### src/rtl/lsu_pkg.sv
// Shared types for the load/store unit: FSM states, RV32I funct3 codes, watchdog default.
// Latency: n/a (declarations and pure functions only).
// Backpressure: n/a.
package lsu_pkg;

    typedef enum logic [1:0] {
        IDLE   = 2'd0,
        ACCESS = 2'd1,
        RESP   = 2'd2
    } lsu_state_t;

    localparam logic [2:0] LB  = 3'b000;
    localparam logic [2:0] LH  = 3'b001;
    localparam logic [2:0] LW  = 3'b010;
    localparam logic [2:0] LBU = 3'b100;
    localparam logic [2:0] LHU = 3'b101;
    localparam logic [2:0] SB  = 3'b000;
    localparam logic [2:0] SH  = 3'b001;
    localparam logic [2:0] SW  = 3'b010;

    localparam int LSU_TIMEOUT_DEFAULT = 16;

    function automatic logic f3_legal(input logic we, input logic [2:0] f3);
        logic ok;
        if (we) ok = (f3 == SB) || (f3 == SH) || (f3 == SW);
        else    ok = (f3 == LB) || (f3 == LH) || (f3 == LW) || (f3 == LBU) || (f3 == LHU);
        return ok;
    endfunction

    // funct3[1:0] encodes access size for every legal code.
    function automatic logic f3_misaligned(input logic [2:0] f3, input logic [1:0] lo);
        logic mis;
        case (f3[1:0])
            2'b01:   mis = lo[0];
            2'b10:   mis = (lo != 2'b00);
            default: mis = 1'b0;
        endcase
        return mis;
    endfunction

endpackage

### src/rtl/lsu_align.sv
// Lane steering: byte enables, store-data replication and load extraction/extension.
// Latency: purely combinational.
// Backpressure: none.
module lsu_align
    import lsu_pkg::*;
#(
    parameter int WIDTH = 32
) (
    input  logic             we,
    input  logic [2:0]       funct3,
    input  logic [1:0]       addr_lo,
    input  logic [WIDTH-1:0] wdata,
    input  logic [WIDTH-1:0] rdata,
    output logic [3:0]       be,
    output logic [WIDTH-1:0] wdata_lane,
    output logic [WIDTH-1:0] rdata_ext
);

    logic [WIDTH-1:0] shifted;

    always_comb begin
        be         = 4'b1111;
        wdata_lane = wdata;
        case (funct3[1:0])
            2'b00: begin
                be         = 4'b0001 << addr_lo;
                wdata_lane = {(WIDTH/8){wdata[7:0]}};
            end
            2'b01: begin
                be         = addr_lo[1] ? 4'b1100 : 4'b0011;
                wdata_lane = {(WIDTH/16){wdata[15:0]}};
            end
            default: be = 4'b1111;
        endcase
        if (!we) be = 4'b0000;
    end

    // Bring the addressed lane down to bit 0 before extending.
    assign shifted = rdata >> {addr_lo, 3'b000};

    always_comb begin
        case (funct3)
            LB:      rdata_ext = {{(WIDTH-8){shifted[7]}}, shifted[7:0]};
            LH:      rdata_ext = {{(WIDTH-16){shifted[15]}}, shifted[15:0]};
            LBU:     rdata_ext = {{(WIDTH-8){1'b0}}, shifted[7:0]};
            LHU:     rdata_ext = {{(WIDTH-16){1'b0}}, shifted[15:0]};
            default: rdata_ext = rdata;
        endcase
    end

endmodule

### src/rtl/load_store_unit.sv
// RV32I load/store unit: one outstanding access, faults on misalignment/illegal funct3 (LSU_TIMEOUT_EN adds watchdog).
// Latency: fault responds the cycle after accept; memory access responds the cycle after mem_ack.
// Backpressure: req_ready only in IDLE; mem_req held until mem_ack; responses cannot be stalled.
module load_store_unit
    import lsu_pkg::*;
#(
    parameter int WIDTH          = 32,
    parameter int TIMEOUT_CYCLES = LSU_TIMEOUT_DEFAULT
) (
    input  logic             clk,
    input  logic             rst,
    input  logic             req_valid,
    output logic             req_ready,
    input  logic             req_we,
    input  logic [2:0]       req_funct3,
    input  logic [WIDTH-1:0] req_addr,
    input  logic [WIDTH-1:0] req_wdata,
    output logic             resp_valid,
    output logic [WIDTH-1:0] resp_rdata,
    output logic             resp_fault,
    output logic             mem_req,
    output logic             mem_we,
    output logic [WIDTH-1:0] mem_addr,
    output logic [3:0]       mem_be,
    output logic [WIDTH-1:0] mem_wdata,
    input  logic             mem_ack,
    input  logic [WIDTH-1:0] mem_rdata
);

    typedef struct packed {
        logic             we;
        logic [2:0]       funct3;
        logic [WIDTH-1:0] addr;
        logic [WIDTH-1:0] wdata;
    } req_t;

    lsu_state_t       state_q, state_d;
    req_t             req_q;
    logic [WIDTH-1:0] rdata_q;
    logic             fault_q;
    logic             accept, req_bad, in_access, timeout_hit;
    logic [3:0]       be_w;
    logic [WIDTH-1:0] wdata_w, rdata_w;

    assign accept    = req_valid && (state_q == IDLE);
    assign req_bad   = !f3_legal(req_we, req_funct3) || f3_misaligned(req_funct3, req_addr[1:0]);
    assign in_access = (state_q == ACCESS);

`ifdef LSU_TIMEOUT_EN
    localparam int CNT_W = $clog2(TIMEOUT_CYCLES + 1);
    logic [CNT_W-1:0] tmo_cnt;

    always_ff @(posedge clk or posedge rst) begin
        if (rst)                        tmo_cnt <= '0;
        else if (accept)                tmo_cnt <= '0;
        else if (in_access && !mem_ack) tmo_cnt <= tmo_cnt + CNT_W'(1);
    end

    // An ack on the last permitted cycle still wins over the timeout.
    assign timeout_hit = in_access && !mem_ack && (tmo_cnt == CNT_W'(TIMEOUT_CYCLES - 1));
`else
    logic unused_timeout_cfg;
    assign unused_timeout_cfg = (TIMEOUT_CYCLES > 0);
    assign timeout_hit        = 1'b0;
`endif

    always_ff @(posedge clk or posedge rst) begin
        if (rst) state_q <= IDLE;
        else     state_q <= state_d;
    end

    always_comb begin
        state_d = state_q;
        case (state_q)
            IDLE:    if (req_valid) state_d = req_bad ? RESP : ACCESS;
            ACCESS:  if (mem_ack || timeout_hit) state_d = RESP;
            RESP:    state_d = IDLE;
            default: state_d = IDLE;
        endcase
    end

    always_ff @(posedge clk or posedge rst) begin
        if (rst) begin
            req_q   <= '0;
            rdata_q <= '0;
            fault_q <= 1'b0;
        end else if (accept) begin
            req_q.we     <= req_we;
            req_q.funct3 <= req_funct3;
            req_q.addr   <= req_addr;
            req_q.wdata  <= req_wdata;
            rdata_q      <= '0;
            fault_q      <= req_bad;
        end else if (in_access) begin
            if (mem_ack)          rdata_q <= req_q.we ? '0 : rdata_w;
            else if (timeout_hit) fault_q <= 1'b1;
        end
    end

    lsu_align #(.WIDTH(WIDTH)) u_align (
        .we         (req_q.we),
        .funct3     (req_q.funct3),
        .addr_lo    (req_q.addr[1:0]),
        .wdata      (req_q.wdata),
        .rdata      (mem_rdata),
        .be         (be_w),
        .wdata_lane (wdata_w),
        .rdata_ext  (rdata_w)
    );

    // Command and response buses are forced to zero outside their owning state.
    assign req_ready  = (state_q == IDLE);
    assign resp_valid = (state_q == RESP);
    assign resp_fault = resp_valid && fault_q;
    assign resp_rdata = resp_valid ? rdata_q : '0;
    assign mem_req    = in_access;
    assign mem_we     = in_access && req_q.we;
    assign mem_addr   = in_access ? {req_q.addr[WIDTH-1:2], 2'b00} : '0;
    assign mem_be     = in_access ? be_w : 4'b0000;
    assign mem_wdata  = in_access ? wdata_w : '0;

endmodule

### config.mk
export PLATFORM = sky130hd
export DESIGN_NAME = load_store_unit
export DESIGN_NICKNAME = d
export VERILOG_FILES = /design/src/rtl/lsu_pkg.sv /design/src/rtl/lsu_align.sv /design/src/rtl/load_store_unit.sv
export SDC_FILE = /design/constraint.sdc
export NUM_CORES = 1
export LEC_CHECK = 0
export CELL_PAD_IN_SITES_DETAIL_PLACEMENT = 1
export CELL_PAD_IN_SITES_GLOBAL_PLACEMENT = 1
export CORE_UTILIZATION = 30
export DETAILED_ROUTE_END_ITERATION = 8
export PLACE_DENSITY_LB_ADDON = 0.1
export SLEW_MARGIN = 20
export SYNTH_ARGS = -nofsm -noshare
export SYNTH_HDL_FRONTEND = slang
export SYNTH_HIERARCHICAL = 1
export SYNTH_SLANG_ARGS = --single-unit
### constraint.sdc
create_clock -name clk -period 3 [get_ports clk]
set_input_delay 0.3 -clock clk [delete_from_list [all_inputs] [get_ports clk]]
set_output_delay 0.3 -clock clk [all_outputs]
set_load 0.02 [all_outputs]
Run 1, cells colored by class:
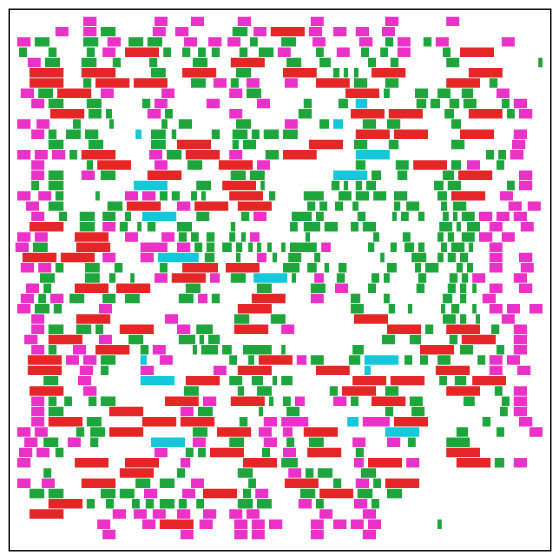
Red is registers, cells 103, share of their area 32%. Magenta is remaining buffers and delay cells, cells 220, share of their area 27%. Cyan is clock drivers and dummy loads, cells 16, share of their area 3.6%. Green is remaining logic cells, cells 386, share of their area 37%.

Run 1, where the registers sit:
Scale bar: 50 um. Other sequential cells in the stronger gray, the rest of the logic in the fainter gray.
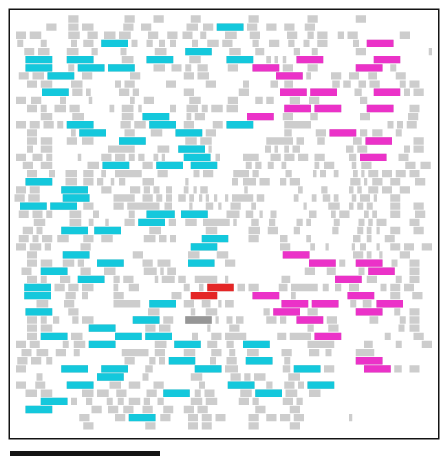
Red is state_q, placed flops 2. Magenta is rdata_q, placed flops 32. Cyan is req_q, placed flops 68.
Another 1 sequential cells are not colored.

Run 1, routed metal, one color a layer:
Scale bar: 50 um.
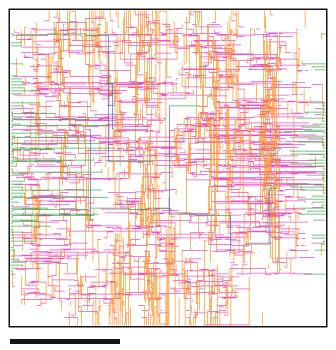
Blue is M4, wire length 208 um. Green is M3, wire length 1310 um. Magenta is M1, wire length 8040 um. Orange is M2, wire length 8570 um.

Run 1, routing congestion map:
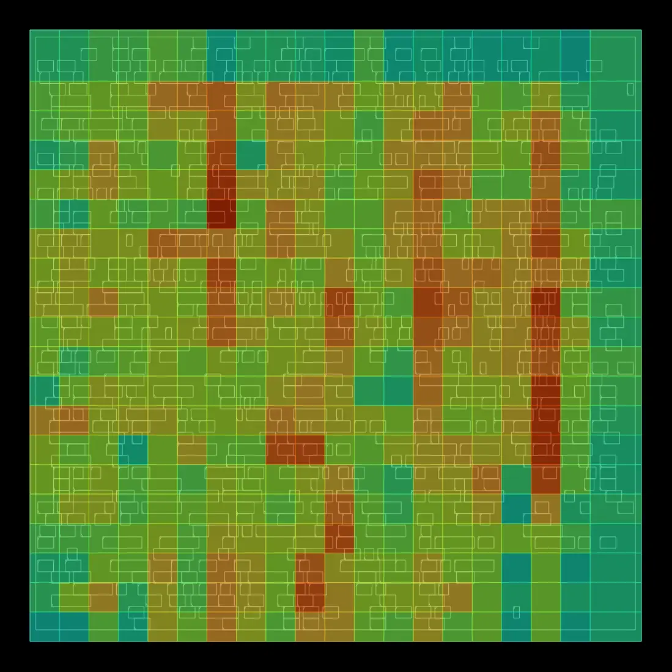
Most Crowded Layer GR: met2
grt met2 use: 0.297

==> summary.txt, run 1 <==
status - finished clean
Placer Congestion - 0.819
Final Util - 0.434
Floorplan Utilization - 0.307
worst setup margin - 0.273 ns
Max IR drop VDD - 347 uV
PwrDens - 619 nW/um^2
Std-Cell Rows - 51
Placed Area - 8150 um^2
RSZ-0062 raised after global routing - false
Critical Path Source - state_q[0]
crit start category - register
largest class - logic gates
Hold Crit Class - primary input to asynchronous set/reset pin
Levels on crit path - 5
Largest logic family - multiplexers
CTS tree - done
Core Region - 19500 um^2
Top Layer Used - met4
TNS Setup - 0 ns
clock transition at the registers of the reported paths - 0.07 ns
non-clock buffer count - 220
Latency at later pin - 0.35 ns
post-route ant nets - 0
CP arrival - 2.43 ns
cts repair resizes - 0
Die X - 143 um
clock network power share - 0.231
number of buffers on the longest clock path - 2
Max-cap violations - 0
sequential cell area share - 0.305
antenna violations before repair - 0
OpenROAD warning count - 28
routed wire length - 18.1 mm
Die Y - 143 um
DR WL met3 - 1.31 mm
logic area - 3010 um^2
Flops - 103
aggregate global-route resource usage - 0.184
## run 1: synthesized netlist by cell type, types with 2 or more instances
cell	n	area [um^2]
a21o_1	16	120
a21oi_1	17	85.1
a22o_1	10	87.6
a22o_2	22	220
and2_1	100	626
and3_1	8	50.1
buf_1	3	11.3
buf_2	6	30.0
buf_4	12	90.1
buf_6	12	135
buf_8	3	45.0
clkbuf_1	16	60.1
dfrtp_1	103	2580
ha_1	3	37.5
inv_1	7	26.3
mux2_2	86	968
mux2i_1	22	220
nand2_1	18	67.6
nand2b_1	10	62.6
nor2_1	13	48.8
nor2b_1	6	37.5
o21a_1	2	15.0
o21ai_0	21	105
## run 1: metal layers
layer  up-vias  track usage
met5         -            0
met4         0       0.0532
met3        15       0.0560
met2       126        0.297
met1      2277        0.235
li1       2211            -
Run 1, wiring heat map:
Scale bar: 50 um. The die is cut into 29 by 29 equal tiles; dark blue is low, red is high, scaled to the fullest tile. Values are wire area over tile area, all layers added.
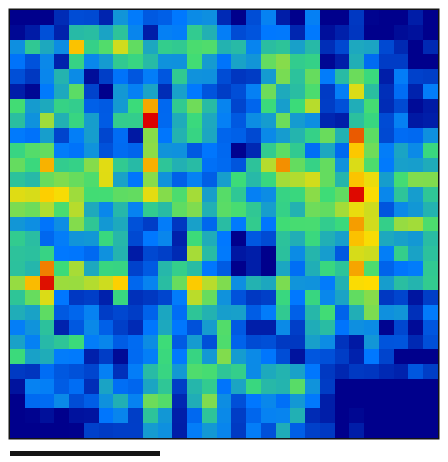

--- run 2 (diff from run 1) ---
- CORE_MARGIN: unset -> 2
Run 2, wiring heat map:
Scale bar: 50 um. The die is cut into 29 by 29 equal tiles; dark blue is low, red is high, scaled to the fullest tile. Values are wire area over tile area, all layers added.
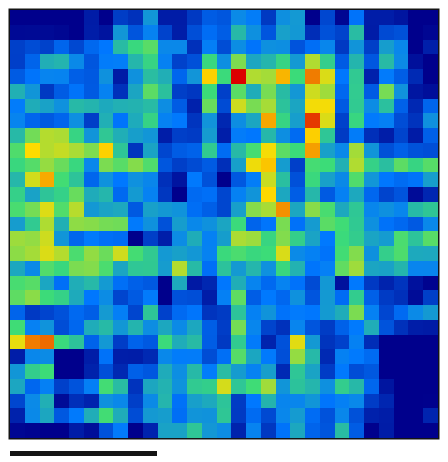
The fullest tile reaches 0.46. The emptiest ninth of the die: bottom right. The mean over all tiles is 0.14. 6.8% of the tiles are nearly empty.

==> summary.txt, run 2 <==
status - finished clean
top cells by count - 103 x dfrtp_1, 100 x and2_1, 86 x mux2_2, 22 x a22o_2, 22 x mux2i_1
CTS tree - done
Hold Crit Class - primary input to asynchronous set/reset pin
Total Power - 5.17 mW
PwrDens - 616 nW/um^2
Largest logic family - multiplexers
number of buffers on the longest clock path - 2
register-to-register setup slack - 0.86 ns
Top cells by area - dfrtp_1 43%, mux2_2 16%, and2_1 10%
routed wire length - 18.3 mm
TNS Setup - 0 ns
clock transition at the registers of the reported paths - 0.08 ns
Iteration-0 DRC Markers - 219
hold slack - 0.319 ns
DR WL met3 - 1.41 mm
Critical Path Source - state_q[0]
switching power - 1.80 mW
Latency at later pin - 0.36 ns
area share, top type - 0.432
sequential area share after synthesis - 0.432
OpenROAD warning count - 28
RSZ-0062 raised after global routing - false
Max-cap violations - 0
antenna violations before repair - 0
Die Y - 145 um
Most Crowded Layer GR - met2
Placer Congestion - 0.721
worst setup margin - 0.279 ns
clock network power share - 0.226
Power Sequential - 1.95 mW
crit start category - register
Max IR drop VDD - 343 uV
Worst Skew - 0.0109 ns
largest power group - combinational cells
Std-Cell Rows - 51
Residual DRC - 0
cts repair resizes - 0
Die X - 145 um
Top Layer Used - met4
Core Region - 19500 um^2
Yosys top cell by area - dfrtp_1
CP arrival - 2.42 ns
post-route ant nets - 0
Run 2, routing congestion map:
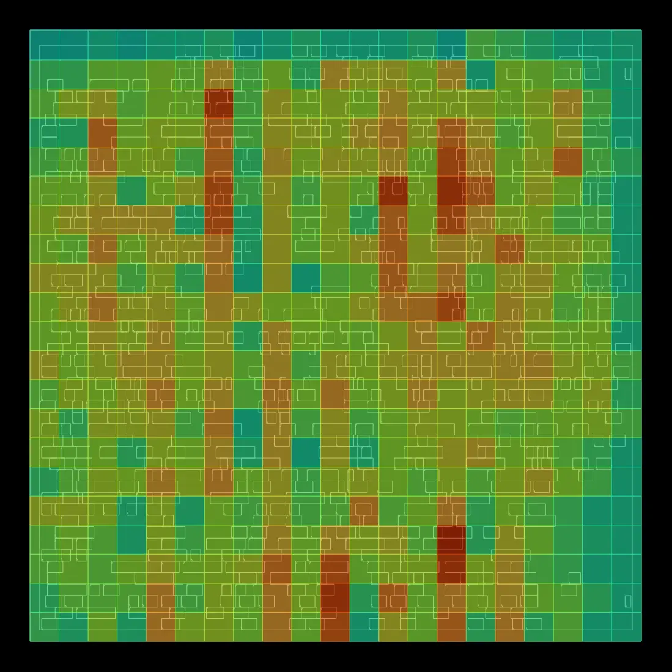
Routed WL per cell: 18.6 um
M3 GR Usage: 0.0642
aggregate global-route resource usage: 0.175
GR Util met1: 0.220
grt met2 use: 0.289

[run 2: worst max-delay path: stages, from the launching register on]
cell and delay [ns]:
dfrtp_1 0.44, inv_1 0.15, nor2_4 0.09, buf_4 0.46
and2_1 0.23, clkdlybuf4s50_1 0.65
[run 2: layout make-up]
class / count / area [um^2] / share of cell area
multi-input combinational: 379 / 3010 / 0.358
sequential: 103 / 2580 / 0.307
timing repair buffer: 217 / 2170 / 0.258
tap: 265 / 332 / 0.0395
clock buffer: 11 / 253 / 0.0301
clock inverter: 5 / 32.5 / 0.00387
inverter: 7 / 30.0 / 0.00357
[run 2: stage by stage]
stage | area, um^2 | util
2_1_floorplan | 5980 | -
5_1_grt | 8400 | 0.430
4_1_cts | 8400 | 0.430
6_report | 8400 | 0.430
3_3_place_gp | 8120 | 0.416
3_5_place_dp | 8120 | 0.416
--- run 3 (diff from run 2) ---
- GPL_ROUTABILITY_DRIVEN: unset -> 0
Run 3, where the registers sit:
Scale bar: 50 um. Other sequential cells in the stronger gray, the rest of the logic in the fainter gray.
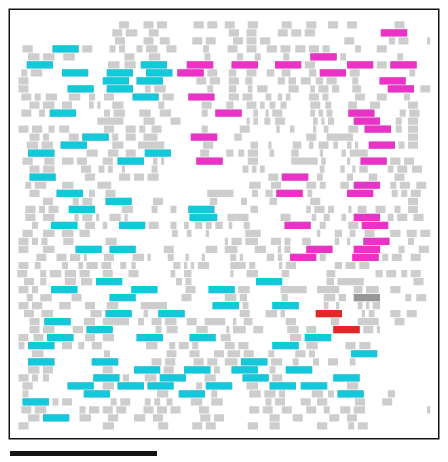
Cyan is req_q, placed flops 68. Magenta is rdata_q, placed flops 32. Red is state_q, placed flops 2.
Another 1 sequential cells are not colored.

==> summary.txt, run 3 <==
Max IR drop VDD - 343 uV
register-to-register setup slack - 0.86 ns
CP peak stage delay - 0.65 ns
number of buffers on the longest clock path - 2
status - finished clean
Placed Area - 8120 um^2
Std-Cell Rows - 51
hold slack - 0.319 ns
Hold Crit Class - primary input to asynchronous set/reset pin
Critical Path Source - state_q[0]
Max-cap violations - 0
largest power group - combinational cells
Non-clock inverters - 7
Power Sequential - 1.95 mW
Die X - 145 um
Total Power - 5.17 mW
clkbuf count - 11
Flops - 103
Levels on crit path - 5
sequential cell area share - 0.307
logic area - 3010 um^2
n_taps - 265
largest class - logic gates
Residual DRC - 0
area share, top type - 0.432
routed wire length - 18.3 mm
aggregate global-route resource usage - 0.175
Run 3, routing congestion map:
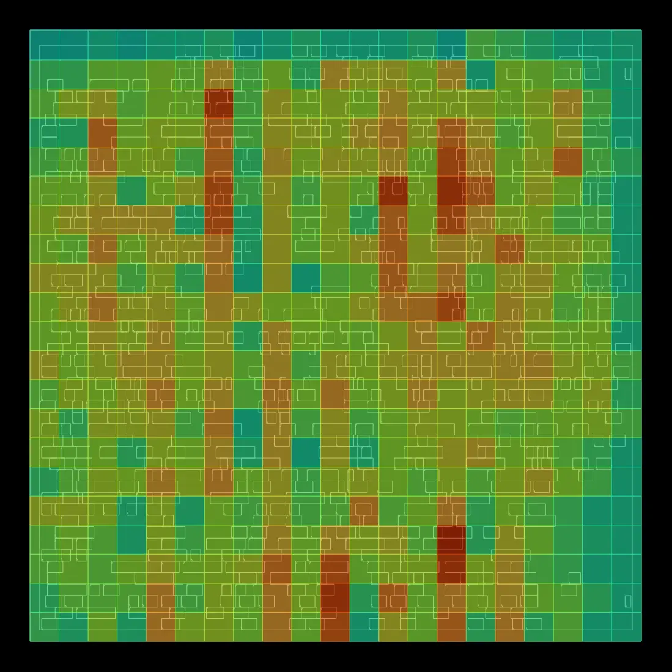
Final Util: 0.430

run 3: cell counts after synthesis:
Identical to the previous run, type by type.
run 3: layer usage:
layer,GRT usage,up-vias,share of wire
li1,-,2207,-
met1,0.220,2332,0.43
met4,0.0392,0,0.011
met3,0.0642,15,0.077
met5,0,-,0
met2,0.289,123,0.48
run 3: worst min path at each step:
| stage | slack (ns) | startpoint | end | cells after the start |
|---|---|---|---|---|
| finish | 0.32 | rst | rdata_q[9] | 2 |
| global route | 0.36 | rst | req_q[67] | 2 |
| CTS | 0.33 | rst | rdata_q[9] | 2 |
| detailed placement | 0.49 | rdata_q[21] | rdata_q[21] | 1 |
| global placement | 0.48 | req_q[38] | req_q[38] | 1 |
| floorplan | 0.45 | req_funct3[1] | req_q[65] | 1 |
Power is estimated from default activity; no workload was simulated.
